==> config.mk <==
export PLATFORM = sky130hd
export DESIGN_NAME = serial_adder
export DESIGN_NICKNAME = d
export VERILOG_FILES = /design/src/rtl/serial_adder_pkg.sv /design/src/rtl/serial_adder_full_add_cell.sv /design/src/rtl/serial_adder.sv
export SDC_FILE = /design/constraint.sdc
export NUM_CORES = 1
export LEC_CHECK = 0
export ABC_CLOCK_PERIOD_IN_PS = 1500
export CAP_MARGIN = 5
export CELL_PAD_IN_SITES_DETAIL_PLACEMENT = 0
export CELL_PAD_IN_SITES_GLOBAL_PLACEMENT = 2
export CORE_UTILIZATION = 28
export CTS_CLUSTER_SIZE = 8
export DETAILED_ROUTE_END_ITERATION = 12
export HOLD_SLACK_MARGIN = 0.03
export PLACE_DENSITY_LB_ADDON = 0.1
export SLEW_MARGIN = 10
export SYNTH_ARGS = -nofsm -noshare
export SYNTH_HDL_FRONTEND = slang
export SYNTH_SLANG_ARGS = --single-unit
==> constraint.sdc <==
create_clock -name clk -period 1.5 [get_ports clk]
set_input_delay 0.3 -clock clk [delete_from_list [all_inputs] [get_ports clk]]
set_output_delay 0.3 -clock clk [all_outputs]
set_load 0.02 [all_outputs]
==> src/rtl/serial_adder_pkg.sv <==
// Shared definitions for the bit-serial adder: default width, legal range
// and the registered FSM state encoding.
package serial_adder_pkg;

    localparam int DEFAULT_WIDTH = 8;
    localparam int MIN_WIDTH     = 2;
    localparam int MAX_WIDTH     = 32;

    localparam logic [1:0] ENC_IDLE = 2'd0;
    localparam logic [1:0] ENC_RUN  = 2'd1;
    localparam logic [1:0] ENC_DONE = 2'd2;

    typedef enum logic [1:0] {
        SHIFT_IDLE = ENC_IDLE,
        SHIFT_RUN  = ENC_RUN,
        SHIFT_DONE = ENC_DONE
    } shift_state_t;

    // Width of the bit counter that walks a WIDTH-bit operand.
    function automatic int count_bits(input int width);
        return $clog2(width);
    endfunction

endpackage

==> src/rtl/serial_adder_full_add_cell.sv <==
// One-bit full adder used as the single arithmetic cell of the serial adder.
module full_add_cell (
    input  logic a,
    input  logic b,
    input  logic carry_in,
    output logic sum,
    output logic carry
);

    logic half_sum;

    assign half_sum = a ^ b;
    assign sum      = half_sum ^ carry_in;
    assign carry    = (a & b) | (carry_in & half_sum);

endmodule

==> src/rtl/serial_adder.sv <==
// Bit-serial adder: adds two WIDTH-bit operands plus a carry one bit per
// clock through a single full-add cell, LSB first.
module serial_adder
    import serial_adder_pkg::*;
#(
    parameter int WIDTH = DEFAULT_WIDTH
) (
    input  logic             clk,
    input  logic             rst,
    input  logic             start,
    input  logic [WIDTH-1:0] a,
    input  logic [WIDTH-1:0] b,
    input  logic             carry_in,
    output logic             busy,
    output logic             done,
    output logic [WIDTH-1:0] sum,
    output logic             carry_out,
    output shift_state_t     state
);

    // Handshake: start is sampled only in IDLE; the accepting edge captures
    // a, b and carry_in. busy is high for the WIDTH RUN cycles, done pulses
    // for one cycle afterwards, and sum/carry_out then hold until the next
    // accepted start. Requests outside IDLE are dropped, not queued.

    localparam int CW = count_bits(WIDTH);
    localparam logic [CW-1:0] LAST_BIT = CW'(WIDTH - 1);

    logic [WIDTH-1:0] a_reg;
    logic [WIDTH-1:0] b_reg;
    logic [WIDTH-1:0] sum_reg;
    logic             carry_reg;
    logic [CW-1:0]    bit_cnt;
    logic             cell_sum;
    logic             cell_carry;

    full_add_cell u_cell (
        .a        (a_reg[0]),
        .b        (b_reg[0]),
        .carry_in (carry_reg),
        .sum      (cell_sum),
        .carry    (cell_carry)
    );

    always_ff @(posedge clk) begin
        if (rst) begin
            state     <= SHIFT_IDLE;
            busy      <= 1'b0;
            done      <= 1'b0;
            a_reg     <= '0;
            b_reg     <= '0;
            sum_reg   <= '0;
            carry_reg <= 1'b0;
            bit_cnt   <= '0;
        end else begin
            case (state)
                SHIFT_IDLE: begin
                    done <= 1'b0;
                    if (start) begin
                        a_reg     <= a;
                        b_reg     <= b;
                        carry_reg <= carry_in;
                        bit_cnt   <= '0;
                        busy      <= 1'b1;
                        state     <= SHIFT_RUN;
                    end
                end
                SHIFT_RUN: begin
                    // Sum bits enter at the MSB so after WIDTH shifts bit 0
                    // of the result has reached sum_reg[0].
                    a_reg     <= a_reg >> 1;
                    b_reg     <= b_reg >> 1;
                    sum_reg   <= {cell_sum, sum_reg[WIDTH-1:1]};
                    carry_reg <= cell_carry;
                    bit_cnt   <= bit_cnt + CW'(1);
                    if (bit_cnt == LAST_BIT) begin
                        busy  <= 1'b0;
                        done  <= 1'b1;
                        state <= SHIFT_DONE;
                    end
                end
                SHIFT_DONE: begin
                    done  <= 1'b0;
                    state <= SHIFT_IDLE;
                end
                default: begin
                    busy  <= 1'b0;
                    done  <= 1'b0;
                    state <= SHIFT_IDLE;
                end
            endcase
        end
    end

    // The carry flop ends the last RUN edge holding the final carry.
    assign sum       = sum_reg;
    assign carry_out = carry_reg;

endmodule
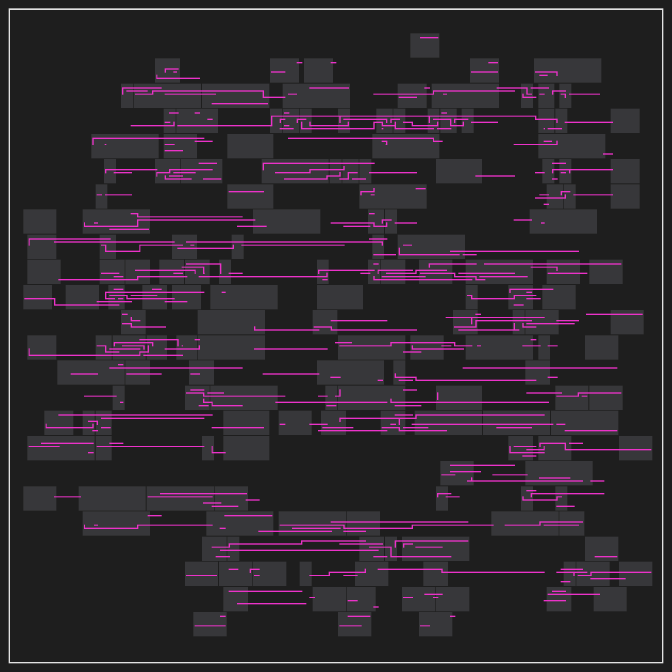
*Met1 routing, run 1*
Cells faint in the background.
main direction: horizontal
longest straight run: 28.5 µm
nets with wire on the layer: 170
wire length on this layer: 1440 µm

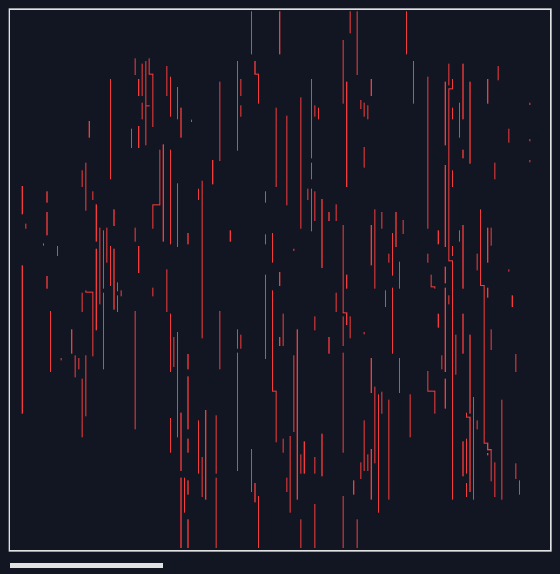
*Metal 2, run 1*
The bar under the picture is 20 µm long.
wire length on this layer: 1220 µm
longest straight run: 31.1 µm
nets with wire on the layer: 158

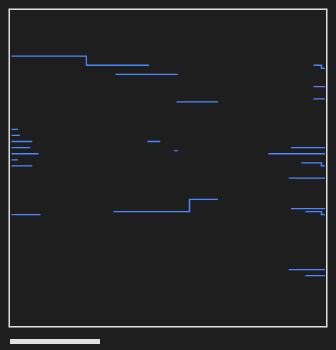
*Signal wires on met3, run 1*
The bar under the picture is 20 µm long.
wire length on this layer: 176 µm
share of all routed wire: 6.1%
Vias: 1078
grt met3 use: 0.0447

==> flow_summary.json, run 1 <==
{
  "io_buffers": 32,
  "finalClockSkew_ns": 0.00251,
  "utilization": 0.407,
  "p_leak_nw": 0.779,
  "p_sw_frac": 0.244,
  "hpwlAfterDp_mm": 1.86,
  "post-synth-top-count-cell": "dfxtp_1",
  "clkSinkCount": 32,
  "met2_usage": 0.202,
  "yosysWarningCount": 0,
  "ys_seq_frac": 0.488,
  "placed_cells": 220,
  "cp-start-kind": "register",
  "top_cells_by_count": "dfxtp_1 (32), nor2_1 (22), mux2i_1 (17)",
  "cts_root_buffer": "clkbuf_8",
  "rrSetupSlack_ns": 0.20,
  "layout_min_cycle_time_ns": 1.31,
  "yosysUniqueCellTypes": 20,
  "synthFlopType": "dfxtp_1",
  "clock.latency.late_pin_ns": 0.28,
  "io_pins": 33,
  "synth-seq-cells": 32,
  "r2r_end": "a_reg[2]",
  "drc": 6,
  "violations": "design-rule violations",
  "clk_pin_slew_ns": 0.07,
  "grt_use_total": 0.129,
  "dieWidth_um": 70.5,
  "status": "finished with violations",
  "antenna_found_initial": 0,
  "busiest_layer": "met2",
  "cts_buffers": 5,
  "drv_cap": 0,
  "ys_area_um2": 1310,
  "grt_pass1_vias": 1084
}
==> run 1: kinds of logic after synthesis <==
logic type	Yosys count	share of synthesized area
multiplexers	17	0.130
buffers and inverters	11	0.0534
AND/OR/NAND/NOR	45	0.142
adder cells (fa/ha/maj)	3	0.0343
AND-OR/OR-AND	30	0.153
flip-flops	32	0.488
==> run 1: cell type report <==
cell class / instances / area share
Clock buffer: 7 / 0.0533
Timing Repair Buffer: 40 / 0.222
Multi-Input combinational cell: 95 / 0.333
Tap cell: 52 / 0.0360
Sequential cell: 32 / 0.354
Inverter: 1 / 0.00207
==> run 1: tightest hold or removal path: cells and delay by family, from the launching register on <==
kind,cells,cell delay (ns)
AND-OR/OR-AND,1,0.05
AND/OR/NAND/NOR,1,0.05
flip-flops,1,0.31
==> run 2, diff against run 1 <==
--- a/config.mk
+++ b/config.mk
@@ -9,7 +9,8 @@
 export CAP_MARGIN = 5
 export CELL_PAD_IN_SITES_DETAIL_PLACEMENT = 0
 export CELL_PAD_IN_SITES_GLOBAL_PLACEMENT = 2
-export CORE_UTILIZATION = 28
+export CORE_UTILIZATION = 30
+export CTS_BUF_LIST = sky130_fd_sc_hd__clkbuf_8
 export CTS_CLUSTER_SIZE = 8
 export DETAILED_ROUTE_END_ITERATION = 12
 export HOLD_SLACK_MARGIN = 0.03
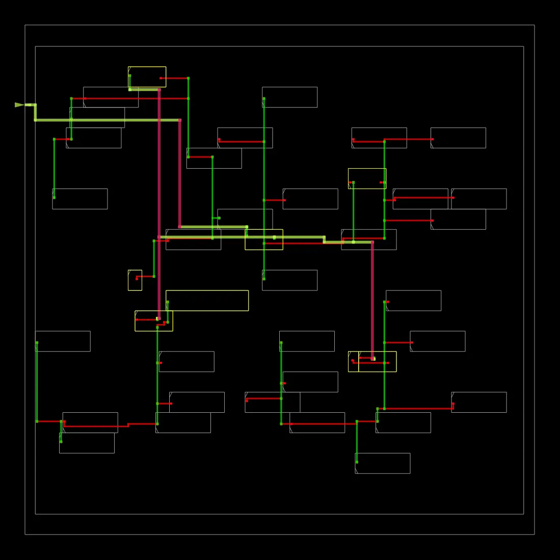
*Clock nets, run 2*
worst skew pair latency: 0.28 ns
clock network power: 0.791 mW
clkbuf count: 5

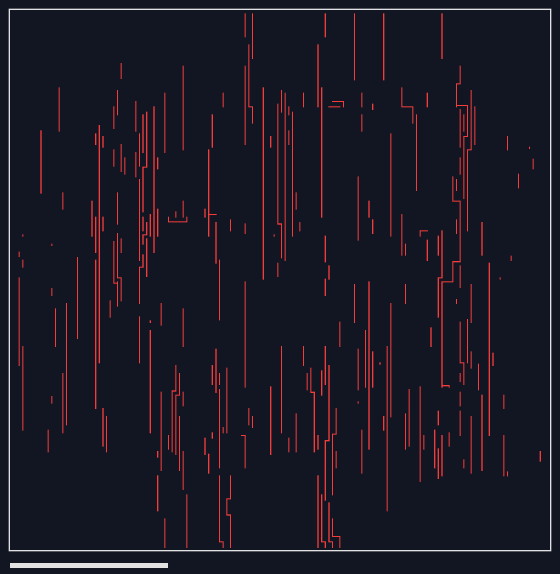
*Metal 2, run 2*
The bar under the picture is 20 µm long.
nets with wire on the layer: 154
longest straight run: 29.9 µm
main direction: vertical
Vias: 1057
M2 GR Usage: 0.219
Post-Route WL: 2.73 mm

==> flow_summary.json, run 2 <==
{
  "flops": 32,
  "yosysWarningCount": 0,
  "nonClockBufferCount": 40,
  "ys_seq_frac": 0.488,
  "hold_viol_final": 0,
  "seq_cell_power_mw": 0.925,
  "grt_pass1_vias": 1096,
  "synthFlopType": "dfxtp_1",
  "hpwlAfterDp_mm": 1.80,
  "finalClockSkew_ns": 0.00697,
  "cp-start-kind": "register",
  "comb-power_mw": 0.262,
  "seq_area_frac": 0.352,
  "cts_tree": "built",
  "crit_path_top_delay_cell": "dfxtp_1",
  "crit_chain": "dlygate4sd2_1",
  "io_buffers": 32,
  "p_comb_frac": 0.132,
  "crit_required_ns": 1.20,
  "fp.dieH_um": 68.1,
  "clockPowerShare": 0.400,
  "rrSetupSlack_ns": 0.23,
  "cts_root_buffer": "clkbuf_8",
  "grt_use_total": 0.144,
  "ys_cells": 138,
  "buffer_area_frac": 0.221,
  "diodes": 0,
  "n_all_inverters": 1,
  "dieWidth_um": 68.1,
  "taps": 50,
  "placed_cells": 218,
  "rr_worst_depth": 5,
  "top_area_cell_class": "flip-flops and latches",
  "drv_cap": 0,
  "clkSinkCount": 32,
  "crit_start": "carry_out",
  "p_sw_frac": 0.230,
  "ys_area_um2": 1310,
  "clk_pin_slew_ns": 0.07,
  "p_leak_nw": 0.788,
  "rsz0062_at_grt": "false",
  "r2r_end": "a_reg[5]",
  "slew_headroom": 0.853,
  "utilization": 0.445,
  "syn_area_per_cell_um2": 9.51,
  "synth-seq-cells": 32,
  "yosysUniqueCellTypes": 20,
  "cts_buffers": 5,
  "status": "completed",
  "io_pins": 33,
  "antenna_found_initial": 0,
  "vdd_ir_drop_max_mv": 0.472,
  "top_cells_by_count": "dfxtp_1 (32), nor2_1 (22), mux2i_1 (17)",
  "comb-cell-share": 0.331,
  "worstMarginPinSlew_ns": 0.219,
  "post-synth-top-count-cell": "dfxtp_1",
  "drc": 0,
  "place_congestion": 0.657,
  "wl_met3_um": 161,
  "comb_cells": 95,
  "clock_area_frac": 0.0592,
  "layout_min_cycle_time_ns": 1.31
}
==> run 2: kinds of logic (layout without fill, tap and decap cells) <==
kind of cell             after synthesis  in the layout  share of synthesized area
AND/OR/NAND/NOR                       45             45                      0.142
AND-OR/OR-AND                         30             30                      0.153
multiplexers                          17             17                      0.130
adder cells (fa/ha/maj)                3              3                     0.0343
flip-flops                            32             32                      0.488
buffers and inverters                 11             49                     0.0534
==> run 2: routing by layer <==
layer | vias to the layer above | track usage
met4 | 0 | 0.0859
met2 | 26 | 0.219
met3 | 9 | 0.0450
met5 | - | 0
li1 | 553 | -
met1 | 469 | 0.175
==> run 2: what timing repair did <==
action                                  in CTS  in global routing
endpoints found under the setup margin      13                  0
hold buffers                                 0                  0
buffers inserted                             0                  0
gates resized                               13                  0
==> run 3, diff against run 2 <==
--- a/config.mk
+++ b/config.mk
@@ -5,11 +5,11 @@
 export SDC_FILE = /design/constraint.sdc
 export NUM_CORES = 1
 export LEC_CHECK = 0
-export ABC_CLOCK_PERIOD_IN_PS = 1500
+export ABC_CLOCK_PERIOD_IN_PS = 1200
 export CAP_MARGIN = 5
 export CELL_PAD_IN_SITES_DETAIL_PLACEMENT = 0
 export CELL_PAD_IN_SITES_GLOBAL_PLACEMENT = 2
-export CORE_UTILIZATION = 30
+export CORE_UTILIZATION = 27
 export CTS_BUF_LIST = sky130_fd_sc_hd__clkbuf_8
 export CTS_CLUSTER_SIZE = 8
 export DETAILED_ROUTE_END_ITERATION = 12
==> constraint.sdc (replaced) <==
create_clock -name clk -period 1.2 [get_ports clk]
set_input_delay 0.24 -clock clk [delete_from_list [all_inputs] [get_ports clk]]
set_output_delay 0.24 -clock clk [all_outputs]
set_load 0.02 [all_outputs]
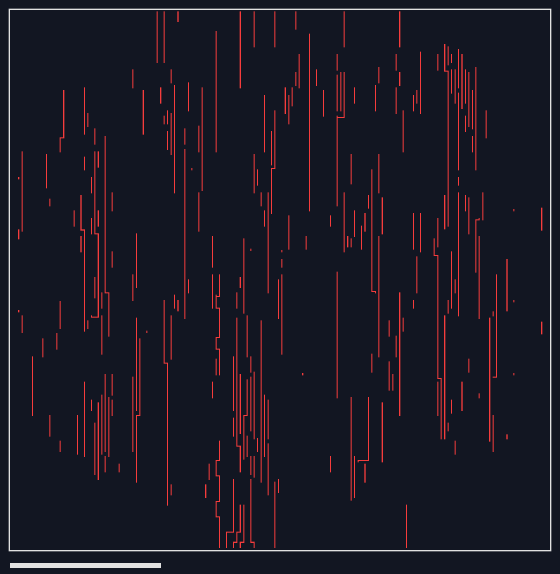
*Metal 2, run 3*
The bar under the picture is 20 µm long.
share of all routed wire: 44%
longest straight run: 23.5 µm
main direction: vertical
M2 GR Usage: 0.193
Vias: 1112
Post-Route WL: 2.99 mm

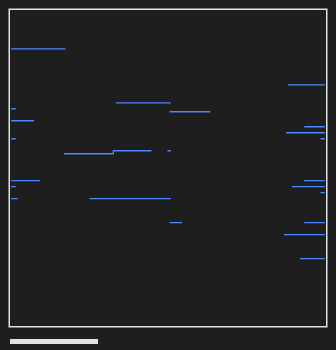
*Signal wires on met3, run 3*
The bar under the picture is 20 µm long.
longest straight run: 18.2 µm
share of all routed wire: 4.7%
main direction: horizontal

==> flow_summary.json, run 3 <==
{
  "status": "completed",
  "grt_pass1_vias": 1040,
  "p_comb_frac": 0.149,
  "cts_setup_buffers": 0,
  "p_sw_frac": 0.254,
  "clk_pin_slew_ns": 0.07,
  "place_congestion": 0.766,
  "crit_start": "done",
  "p_leak_nw": 0.795,
  "fp.dieH_um": 71.7,
  "clock.latency.late_pin_ns": 0.28,
  "cts_tree": "built",
  "drc": 0,
  "synth-seq-cells": 32,
  "grtUsageMet3": 0.0422,
  "grt_use_total": 0.121,
  "antenna_found_initial": 0,
  "hpwlAfterDp_mm": 1.85,
  "cts_buffers": 5,
  "slew_headroom": 0.827,
  "layout_min_cycle_time_ns": 1.16,
  "finalClockSkew_ns": 0.00733,
  "utilization": 0.402,
  "clkSinkCount": 32,
  "worstMarginPinSlew_ns": 0.259,
  "synthFlopType": "dfxtp_1",
  "top_cells_by_count": "dfxtp_1 (32), nor2_1 (22), mux2i_1 (17)",
  "crit_path_top_delay_cell": "dfxtp_1",
  "ys_seq_frac": 0.488,
  "io_pins": 33,
  "seq_cell_power_mw": 1.16,
  "clockPowerShare": 0.363,
  "pg_clk_mw": 0.861,
  "cts_root_buffer": "clkbuf_8",
  "vdd_ir_drop_max_mv": 0.660,
  "ys_area_um2": 1310,
  "yosysUniqueCellTypes": 20,
  "wl_met3_um": 140,
  "hold_viol_final": 0,
  "yosysWarningCount": 0,
  "cts_resized": 21,
  "drv_cap": 0,
  "diodes": 0,
  "dieWidth_um": 71.7,
  "comb-power_mw": 0.353,
  "ys_cells": 138,
  "io_buffers": 32,
  "placed_cells": 228,
  "rrSetupSlack_ns": 0.06
}
[run 3: cell counts after synthesis]
No cell type changed its count.
[run 3: cell families after synthesis]
group,Yosys count,share of synthesized area
simple gates,45,0.142
flops,32,0.488
compound gates,30,0.153
mux,17,0.130
buf+inv,11,0.0534
fa+ha+maj,3,0.0343
[run 3: final timing paths]
| check | end | depth (start not counted) |
|---|---|---|
| setup reg to reg | sum[7] | 3 |
| setup / recovery | done | 1 |
| hold reg to reg | sum[0] | 2 |
| hold / removal | state[0] | 3 |
[run 3: final cells by class]
cell class / instances / share of cell area
Sequential cell: 32 / 0.341
Multi-Input combinational cell: 95 / 0.328
Timing Repair Buffer: 47 / 0.245
Clock buffer: 6 / 0.0437
Tap cell: 54 / 0.0358
Clock inverter: 2 / 0.00530
Inverter: 1 / 0.00199
No activity file was given, so power comes from the tool's default toggle rates.
